## src/rtl/phy_rx_defs.sv

```systemverilog
`default_nettype none
// ============================================================================
//  Module      : phy_rx_defs (package)
//  Description : Shared constants and lane state encoding for the two-lane
//                serial receive synchroniser.
//  Revision    : 1.0 - initial release
// ============================================================================
package phy_rx_defs;

  // Consecutive aligned commas needed before a lane is declared active
  localparam int         BC_LOCK_DEFAULT = 4;

  // Alignment / idle symbol
  localparam logic [7:0] COMMA_SYMBOL    = 8'hBC;

  // Per-lane synchroniser states; the encoding is visible on lane_state
  typedef enum logic [1:0] {
    ST_RESET  = 2'd0,
    ST_SEARCH = 2'd1,
    ST_ALIGN  = 2'd2,
    ST_ACTIVE = 2'd3
  } lane_state_t;

endpackage
`default_nettype wire

```

## src/rtl/lane_sync.sv

```systemverilog
`default_nettype none
// ============================================================================
//  Module      : lane_sync
//  Description : One serial lane: bit shifter, comma search, byte alignment
//                lock and aligned byte delivery with a data strobe.
//  Revision    : 1.0 - initial release
// ============================================================================
module lane_sync
  import phy_rx_defs::*;
#(
  parameter int         BC_LOCK = BC_LOCK_DEFAULT,
  parameter logic [7:0] COMMA   = COMMA_SYMBOL
) (
  input  logic       clk,
  input  logic       rst_n,
  input  logic       data_in,
  input  logic       resync,
  output logic       active,
  output logic [7:0] byte_out,
  output logic       byte_valid,
  output logic [1:0] state
);

  localparam int             CW       = $clog2(BC_LOCK + 1);
  localparam logic [CW-1:0]  LOCK_VAL = CW'(BC_LOCK);

  lane_state_t   r_state;
  lane_state_t   w_state_nxt;
  // Only the last seven bits are kept: with the incoming bit they form the
  // full 8-bit shift value, which is all that is ever compared or captured.
  logic [6:0]    r_sr;
  logic [7:0]    w_sr_nxt;
  logic [2:0]    r_bit_cnt;
  logic [2:0]    w_bit_cnt_nxt;
  logic [CW-1:0] r_bc_cnt;
  logic [CW-1:0] w_bc_cnt_nxt;
  logic [CW-1:0] w_bc_inc;
  logic          w_boundary;
  logic          w_is_comma;
  logic          w_capture;

  assign w_sr_nxt   = {r_sr, data_in};
  assign w_is_comma = (w_sr_nxt == COMMA);
  // The edge on which bit_cnt wraps 7->0 completes a byte
  assign w_boundary = (r_bit_cnt == 3'd7);
  assign w_bc_inc   = (r_bc_cnt >= LOCK_VAL) ? LOCK_VAL : r_bc_cnt + CW'(1);
  assign state      = r_state;

  // State, bit counter and comma counter registers
  always_ff @(posedge clk or negedge rst_n) begin
    if (!rst_n) begin
      r_state   <= ST_RESET;
      r_bit_cnt <= 3'd0;
      r_bc_cnt  <= '0;
    end else begin
      r_state   <= w_state_nxt;
      r_bit_cnt <= w_bit_cnt_nxt;
      r_bc_cnt  <= w_bc_cnt_nxt;
    end
  end

  // Next-state logic: resync overrides everything, including a boundary
  always_comb begin
    w_state_nxt   = r_state;
    w_bit_cnt_nxt = r_bit_cnt + 3'd1;
    w_bc_cnt_nxt  = r_bc_cnt;
    w_capture     = 1'b0;
    if (resync) begin
      w_state_nxt  = ST_SEARCH;
      w_bc_cnt_nxt = '0;
    end else begin
      case (r_state)
        ST_RESET: w_state_nxt = ST_SEARCH;
        ST_SEARCH: begin
          if (w_is_comma) begin
            w_bit_cnt_nxt = 3'd0;
            w_bc_cnt_nxt  = CW'(1);
            w_state_nxt   = ST_ALIGN;
          end
        end
        ST_ALIGN: begin
          if (w_boundary) begin
            if (w_is_comma) begin
              w_bc_cnt_nxt = w_bc_inc;
              if (w_bc_inc == LOCK_VAL) begin
                w_state_nxt = ST_ACTIVE;
              end
            end else begin
              w_bc_cnt_nxt = '0;
              w_state_nxt  = ST_SEARCH;
            end
          end
        end
        ST_ACTIVE: w_capture = w_boundary;
        default:   w_state_nxt = ST_RESET;
      endcase
    end
  end

  // Shift register, byte capture, data strobe and registered lock status
  always_ff @(posedge clk or negedge rst_n) begin
    if (!rst_n) begin
      r_sr       <= 7'd0;
      byte_out   <= 8'h00;
      byte_valid <= 1'b0;
      active     <= 1'b0;
    end else begin
      r_sr <= w_sr_nxt[6:0];
      if (w_capture) begin
        byte_out <= w_sr_nxt;
      end
      if (resync) begin
        byte_valid <= 1'b0;
        active     <= 1'b0;
      end else begin
        byte_valid <= w_capture && !w_is_comma;
        active     <= (r_state == ST_ACTIVE);
      end
    end
  end

endmodule
`default_nettype wire

```

## src/rtl/phy_rx_sync_ctrl.sv

```systemverilog
`default_nettype none
// ============================================================================
//  Module      : phy_rx_sync_ctrl
//  Description : Two independent serial lane synchronisers with a shared
//                resync request, a combined link status and a debug view of
//                both lane states. No deskew between lanes.
//  Revision    : 1.0 - initial release
// ============================================================================
module phy_rx_sync_ctrl
  import phy_rx_defs::*;
#(
  parameter int         BC_LOCK = BC_LOCK_DEFAULT,
  parameter logic [7:0] COMMA   = COMMA_SYMBOL
) (
  input  logic       clk_32f,
  input  logic       reset,
  input  logic       Data_in_0,
  input  logic       Data_in_1,
  input  logic       resync,
  output logic       active_0,
  output logic       active_1,
  output logic [7:0] byte_0,
  output logic [7:0] byte_1,
  output logic       byte_valid_0,
  output logic       byte_valid_1,
  output logic       link_active,
  output logic [3:0] lane_state
);

  logic [1:0] w_state_0;
  logic [1:0] w_state_1;

  lane_sync #(.BC_LOCK(BC_LOCK), .COMMA(COMMA)) u_lane_0 (
    .clk        (clk_32f),
    .rst_n      (reset),
    .data_in    (Data_in_0),
    .resync     (resync),
    .active     (active_0),
    .byte_out   (byte_0),
    .byte_valid (byte_valid_0),
    .state      (w_state_0)
  );

  lane_sync #(.BC_LOCK(BC_LOCK), .COMMA(COMMA)) u_lane_1 (
    .clk        (clk_32f),
    .rst_n      (reset),
    .data_in    (Data_in_1),
    .resync     (resync),
    .active     (active_1),
    .byte_out   (byte_1),
    .byte_valid (byte_valid_1),
    .state      (w_state_1)
  );

  assign lane_state = {w_state_1, w_state_0};

  // Link is up one cycle after the later of the two lanes locks
  always_ff @(posedge clk_32f or negedge reset) begin
    if (!reset) begin
      link_active <= 1'b0;
    end else begin
      link_active <= active_0 & active_1;
    end
  end

endmodule
`default_nettype wire

```

## config.mk

```make
export PLATFORM = sky130hd
export DESIGN_NAME = phy_rx_sync_ctrl
export DESIGN_NICKNAME = d
export VERILOG_FILES = /design/src/rtl/phy_rx_defs.sv /design/src/rtl/lane_sync.sv /design/src/rtl/phy_rx_sync_ctrl.sv
export SDC_FILE = /design/constraint.sdc
export NUM_CORES = 1
export LEC_CHECK = 0
export CORE_MARGIN = 10
export CORE_UTILIZATION = 45
export DETAILED_ROUTE_END_ITERATION = 10
export PLACE_DENSITY = 0.77
export SETUP_SLACK_MARGIN = 0.02
export SKIP_CTS_REPAIR_TIMING = 1
export SYNTH_ARGS = -nofsm -noshare
export SYNTH_HDL_FRONTEND = slang
export SYNTH_SLANG_ARGS = --single-unit
```

## constraint.sdc

```tcl
create_clock -name clk_32f -period 2 [get_ports clk_32f]
set_clock_uncertainty 0.1 [all_clocks]
set_input_delay 0.3 -clock clk_32f [delete_from_list [all_inputs] [get_ports clk_32f]]
set_output_delay 0.3 -clock clk_32f [all_outputs]
set_load 0.1 [all_outputs]
```

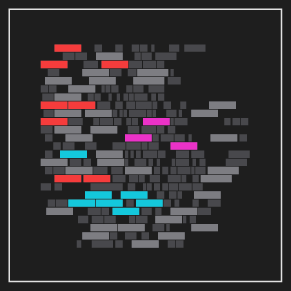
*Register map, names as in the netlist, run 1*
Drawn at 3 px/µm. Other sequential cells in the stronger grey, the rest of the logic in the fainter grey.
[magenta] `u_lane_0.r_bc_cnt` | sequential cells: 3
[red] `u_lane_0.byte_out` | sequential cells: 8
[cyan] `u_lane_1.r_sr` | sequential cells: 7
not coloured: 33
Util after Layout: 59.1%
sequential power: 0.00141 W

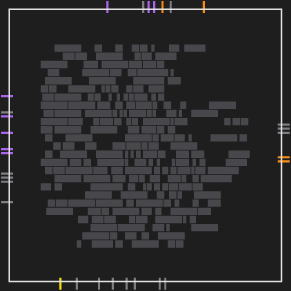
*I/O pins on the die edge, run 1*
Drawn at 3 px/µm. Pins as bars across the die edge, other pins in grey.
[orange] `lane_state` | pins: 4 | direction: output | edge: 2 top, 2 right
[purple] `byte_0` | pins: 8 | direction: output | edge: 5 left, 3 top
[yellow] `clk_32f` | pins: 1 | direction: input | edge: bottom
all pins by edge: 10 left, 8 bottom, 7 top, 5 right
Vert. Die Dim: 90.2 µm
width of the die: 90.2 µm
IO buf count: 29

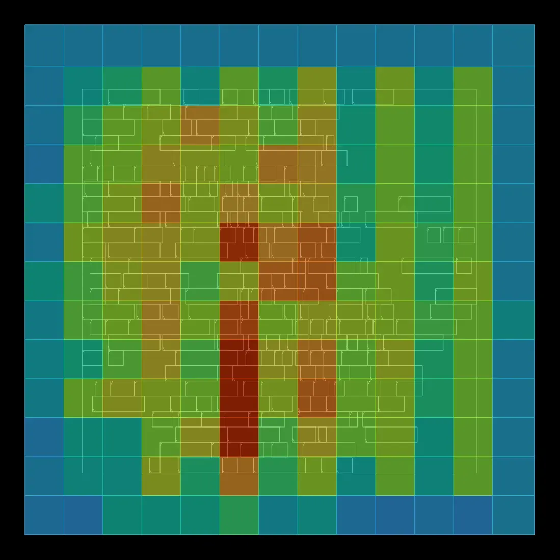
*Track usage over the die, run 1*
layer carrying the most global-route usage: met2
GRT met1 Usage: 12.8%
Total Routing Usage GR: 10.3%
GR Layer Usage met3: 2.99%

## run 1: per-stage QoR
step / hold slack, ps / total power (W) / instances / utilization [%]
6_report: 293 / 0.00414 / 282 / 59.1
5_1_grt: 309 / 0.00436 / 282 / 59.1
4_1_cts: -124 / 0.00419 / 281 / 58.9
3_5_place_dp: 214 / 0.00345 / 273 / 56.5
3_3_place_gp: 205 / 0.00341 / 273 / 56.5
2_1_floorplan: -95.6 / 0.00291 / 167 / -
## run 1: routing by layer
metal,routed length [µm],vias up,part of all wire [%],GRT usage [%]
met5,0,-,0,0
met4,52,0,1.3,4.38
met3,170,4,4.3,2.99
met2,1920,21,48,16.4
met1,1850,697,46,12.8
li1,-,668,-,-
==> flow_metrics.env, run 1 <==
# implementation run metrics
export IMPL_top_cell="dfrtp_1"
export IMPL_grt_pass1_wl_um=6990
export IMPL_area_growth_pct=26.7
export IMPL_crit_fanout=5
export IMPL_diodes=0
export IMPL_ff_type="dfrtp_1"
export IMPL_worstSetupPathType="flip-flop to flip-flop"
export IMPL_fill_cells=408
export IMPL_worstReg2RegEnd="u_lane_0.state[0]"
export IMPL_min_period_ps=1880
export IMPL_drive_above_1_share_pct=34.9
export IMPL_hpwl_um=2980
export IMPL_antenna_found_initial=0
export IMPL_worst_pin_slew_ps=408
export IMPL_fp_nets=190
export IMPL_min_path_cells=0
export IMPL_worstReg2RegStart="u_lane_0.state[0]"
export IMPL_place_congestion=0.823
export IMPL_p_per_area_nw_per_um2=1470
export IMPL_drv_cap=0
export IMPL_worstHoldPathType="flip-flop to flip-flop"
export IMPL_outcome="finished clean"
export IMPL_tritoncts="done"
export IMPL_min_from="u_lane_1.r_sr[2]"
export IMPL_wl_per_cell_um=14.1
export IMPL_dr_pass1_iters=4
export IMPL_tool_warnings=38
==> run 1 -> run 2 <==
--- a/config.mk
+++ b/config.mk
@@ -5,10 +5,9 @@
 export SDC_FILE = /design/constraint.sdc
 export NUM_CORES = 1
 export LEC_CHECK = 0
-export CORE_MARGIN = 10
-export CORE_UTILIZATION = 45
+export CORE_UTILIZATION = 54
 export DETAILED_ROUTE_END_ITERATION = 10
-export PLACE_DENSITY = 0.77
+export PLACE_DENSITY = 0.89
 export SETUP_SLACK_MARGIN = 0.02
 export SKIP_CTS_REPAIR_TIMING = 1
 export SYNTH_ARGS = -nofsm -noshare
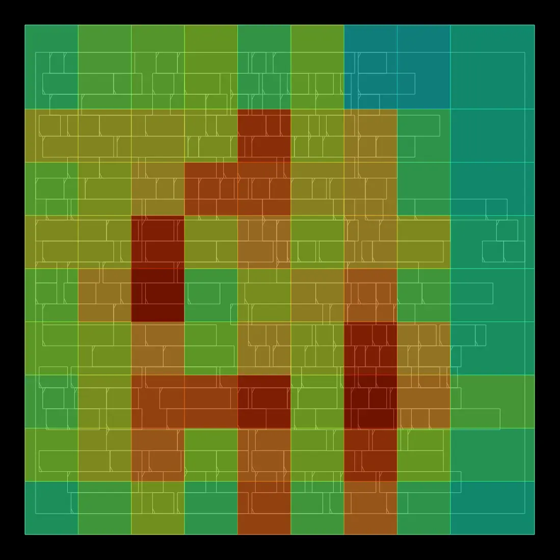
*Track usage over the die, run 2*
Util after Layout: 71.8%
met2 GRT Util: 33.3%
GRT met1 Usage: 27.6%
Total Routing Usage GR: 20.9%
per-cell routed wire length: 15.2 µm

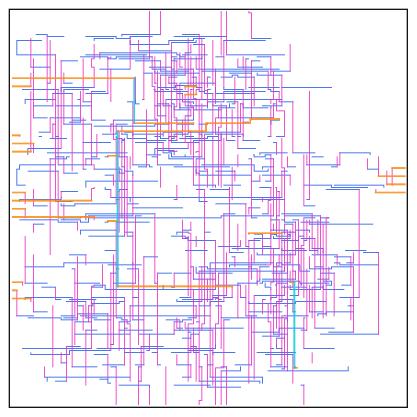
*Wiring by layer, run 2*
Drawn at 6 px/µm.
[cyan] M4 | wire length: 47.6 µm
[magenta] M2 | wire length: 1960 µm
[orange] M3 | wire length: 153 µm
[blue] M1 | wire length: 1810 µm

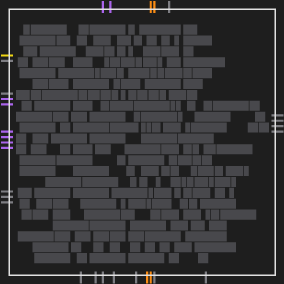
*I/O pins on the die edge, run 2*
Drawn at 4 px/µm. Pins as bars across the die edge, other pins in grey.
[purple] `byte_0` | pins: 8 | direction: output | edge: 6 left, 2 top
[yellow] `clk_32f` | pins: 1 | direction: input | edge: left
[orange] `lane_state` | pins: 4 | direction: output | edge: 2 top, 2 bottom
all pins by edge: 12 left, 9 bottom, 5 top, 4 right

==> run 2 against run 1 <==
- design area down 2.9%
- worst setup slack barely moved
- sequential share of layout area increased by 1.4 points
- critical path type unchanged
- largest cell class unchanged
- highest routed layer unchanged
==> flow_metrics.env, run 2 <==
# implementation run metrics
export IMPL_outcome="finished clean"
export IMPL_worstReg2RegStart="u_lane_1.state[1]"
export IMPL_total_power_w=0.00403
export IMPL_finish_instance_area_um2=2730
export IMPL_antenna_found_initial=0
export IMPL_min_period_ps=1880
export IMPL_die_height_um=66.1
export IMPL_dr_pass1_iters=4
export IMPL_p_per_area_nw_per_um2=1480
export IMPL_worst_pin_slew_ps=473
export IMPL_met3_usage_pct=6.38
export IMPL_wl_met3_um=152
export IMPL_min_from="u_lane_1.r_sr[5]"
export IMPL_ff_type="dfrtp_1"
export IMPL_drive_above_1_share_pct=34.3
export IMPL_highest_signal_layer="met4"
export IMPL_diodes=0
export IMPL_instances_no_fill=261
export IMPL_hold_ws_ps=289
export IMPL_tns_ps=0
export IMPL_port_buffers=29
export IMPL_place_congestion=0.818
export IMPL_nNetsFinal=235
export IMPL_worstHoldPathType="flip-flop to flip-flop"
export IMPL_yosysTopAreaCell="dfrtp_1"
export IMPL_drt_met1_wl_um=1810
export IMPL_grt_pass1_wl_um=6700
export IMPL_dpl_cell_count=252
export IMPL_top_cell="dfrtp_1"
export IMPL_hpwl_um=2810
export IMPL_tritoncts="done"
export IMPL_fa_ha_area_share_pct=10.1
export IMPL_chip_area_um2=4370
export IMPL_r2r_slack_ps=120
export IMPL_pg_seq_w=0.00141
export IMPL_wl_met2_um=1960
export IMPL_chipWidth_um=66.1
export IMPL_grt_busiest_layer="met2"
export IMPL_min_path_cells=0
export IMPL_largestRegisters="u_lane_0.byte_out (8), u_lane_1.byte_out (8)"
export IMPL_worstReg2RegEnd="u_lane_1.state[1]"
export IMPL_layout_setup_ws_ps=119
export IMPL_worstSetupPathType="flip-flop to flip-flop"
export IMPL_slowest_delay_ps=450
export IMPL_area_growth_pct=22.9
export IMPL_tool_warnings=38
export IMPL_drv_cap=0
export IMPL_grt_pass1_vias=1492
run 2: worst max-delay path by stage:
stage	startpoint	end	slack, ps	depth (start not counted)
floorplan	u_lane_0.state[0]	u_lane_0.state[0]	40	6
global placement	Data_in_0	u_lane_0.state[0]	-60	5
detailed placement	Data_in_0	u_lane_0.state[0]	-100	5
CTS	u_lane_0.state[0]	u_lane_0.state[1]	40	6
global route	u_lane_1.state[1]	u_lane_1.state[1]	40	6
finish	u_lane_1.state[1]	u_lane_1.state[1]	120	6
run 2: layout make-up:
class	instances	share of cell area (%)
tap	48	2.20
timing repair buffer	39	11.9
inverter	12	1.65
multi-input combinational	103	33.2
clock buffer	8	3.67
sequential	51	47.3
==> run 2 -> run 3 <==
--- a/config.mk
+++ b/config.mk
@@ -5,7 +5,10 @@
 export SDC_FILE = /design/constraint.sdc
 export NUM_CORES = 1
 export LEC_CHECK = 0
-export CORE_UTILIZATION = 54
+export ABC_AREA = 1
+export CELL_PAD_IN_SITES_DETAIL_PLACEMENT = 1
+export CELL_PAD_IN_SITES_GLOBAL_PLACEMENT = 1
+export CORE_UTILIZATION = 43
 export DETAILED_ROUTE_END_ITERATION = 10
 export PLACE_DENSITY = 0.89
 export SETUP_SLACK_MARGIN = 0.02
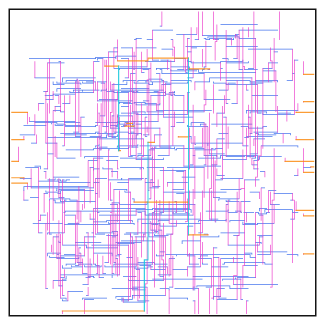
*Wiring by layer, run 3*
Drawn at 4 px/µm.
[orange] M3 | wire length: 123 µm
[cyan] M4 | wire length: 108 µm
[blue] M1 | wire length: 2110 µm
[magenta] M2 | wire length: 2490 µm
Total Routing Usage GR: 18.9%
per-cell routed wire length: 14.3 µm

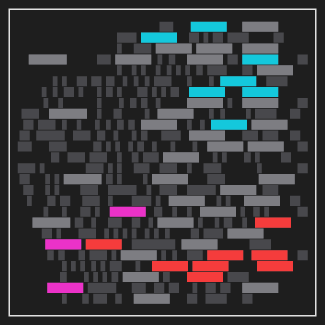
*Register map, names as in the netlist, run 3*
Drawn at 4 px/µm. Other sequential cells in the stronger grey, the rest of the logic in the fainter grey.
[magenta] `u_lane_0.r_bc_cnt` | sequential cells: 3
[cyan] `u_lane_1.r_sr` | sequential cells: 7 | where: upper right
[red] `u_lane_0.byte_out` | sequential cells: 8
sequential power: 0.00145 W
Seq/total area: 45.6%
Seq. cell area: 1280 µm²

==> run 3 against run 2 <==
- global-route usage shrank 2.0 points
- first-iteration DRC count increased by 120%
- count of clock-buffer cells in the layout shrank 3
- sequential power up 3%
- synthesized cell count increased by 38%
- non-clock buffer count down 7
- power increased by 11%
- register-to-register slack improved by 150 ps
- sequential share of layout area fell by 1.7 points
- worst hold slack got worse by 7.6 ps
==> flow_metrics.env, run 3 <==
# implementation run metrics
export IMPL_outcome="finished clean"
export IMPL_diodes=0
export IMPL_startpoint_type="flip-flop"
export IMPL_grt_pass1_vias=1843
export IMPL_worst_pin_slew_ps=287
export IMPL_nNetsFinal=290
export IMPL_wl_met3_um=123
export IMPL_largestRegisters="u_lane_0.byte_out (8), u_lane_1.byte_out (8)"
export IMPL_worstReg2RegStart="u_lane_1.state[0]"
export IMPL_startpoint="u_lane_1.state[0]"
export IMPL_fa_ha_area_share_pct=9.49
export IMPL_min_period_ps=1730
export IMPL_min_path_cells=0
export IMPL_layout_setup_ws_ps=269
export IMPL_worstReg2RegEnd="u_lane_1.state[1]"
export IMPL_cp_endpoint="u_lane_1.state[1]"
export IMPL_crit_fanout=5
export IMPL_area_growth_pct=18.5
export IMPL_top_cell="nand2_1"
export IMPL_ff_type="dfrtp_1"
export IMPL_cpMostUsedCell="nor2_1"
export IMPL_place_congestion=0.827
export IMPL_grt_pass1_wl_um=8510
export IMPL_slowest_delay_ps=450
export IMPL_highest_signal_layer="met4"
export IMPL_grt_busiest_layer="met2"
export IMPL_worstHoldPathType="flip-flop to flip-flop"
export IMPL_tns_ps=0
export IMPL_dr_pass1_iters=4
export IMPL_drt_met1_wl_um=2110
export IMPL_finish_instance_area_um2=2810
export IMPL_tritoncts="done"
export IMPL_cp_arrival_ps=1830
export IMPL_min_from="u_lane_0.r_sr[5]"
export IMPL_worstSetupPathType="flip-flop to flip-flop"
export IMPL_port_buffers=29
export IMPL_drv_cap=0
export IMPL_fp_nets=254
export IMPL_yosysTopAreaCell="dfrtp_1"
export IMPL_r2r_slack_ps=270
export IMPL_die_height_um=76.3
export IMPL_drive_above_1_share_pct=24.3
export IMPL_p_per_area_nw_per_um2=1600
export IMPL_chip_area_um2=5820
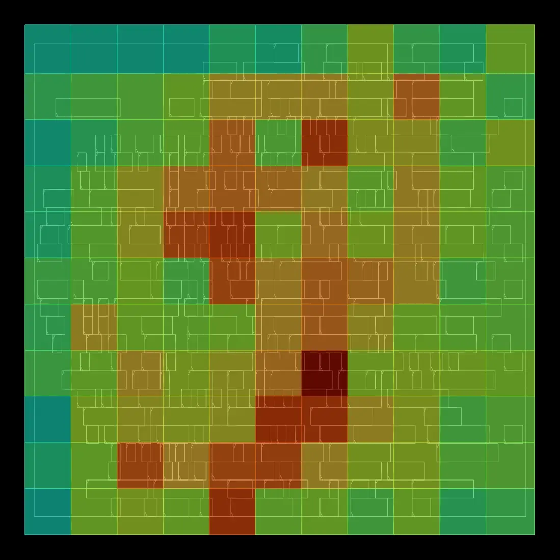
*Track usage over the die, run 3*
Util after Layout: 54.0%
GR Layer Usage met3: 4.07%
GRT met1 Usage: 21.5%
met2 GRT Util: 33.9%

run 3: power by group:
part	switching (W)	internal, W
clock network	0.000327	0.000366
logic	0.00177	0.000573
registers	0.000170	0.00128
run 3: final cells by class:
type / instances / area (µm²)
Timing Repair Buffer: 32 / 273
Inverter: 38 / 145
Clock buffer: 5 / 68.8
Fill cell: 598 / 2390
Sequential cell: 51 / 1280
Multi-Input combinational cell: 139 / 917
Clock inverter: 2 / 37.5
Tap cell: 70 / 87.6
run 3: stage by stage:
step | utilization (%) | power [W] | hold slack [ps] | std cells
detailed placement | 51.8 | 0.00382 | 211 | 329
CTS | 53.8 | 0.00454 | -130 | 336
finish | 54.0 | 0.00449 | 281 | 337
global route | 54.0 | 0.00474 | 298 | 337
global placement | 51.8 | 0.00373 | 207 | 329
floorplan | - | 0.00329 | -95.6 | 231

==> layout pictures side by side <==
Port wiring.
Plate I
Drawn at 4 px/µm.
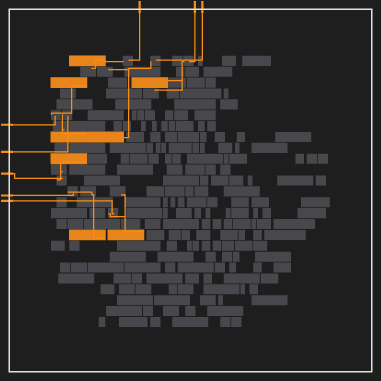
Plate II
Drawn at 4 px/µm.
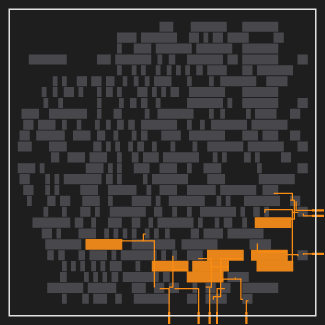
Plate III
Drawn at 6 px/µm.
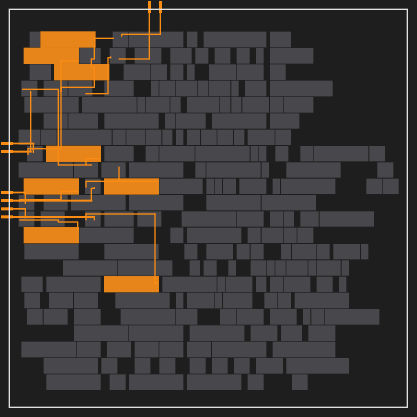
The one with the smallest die is Plate III.
The one with the largest die is Plate I.
run 1 -> Plate I
run 2 -> Plate III
run 3 -> Plate II

Power figures rest on the tool's default switching activity, not on a simulated workload.
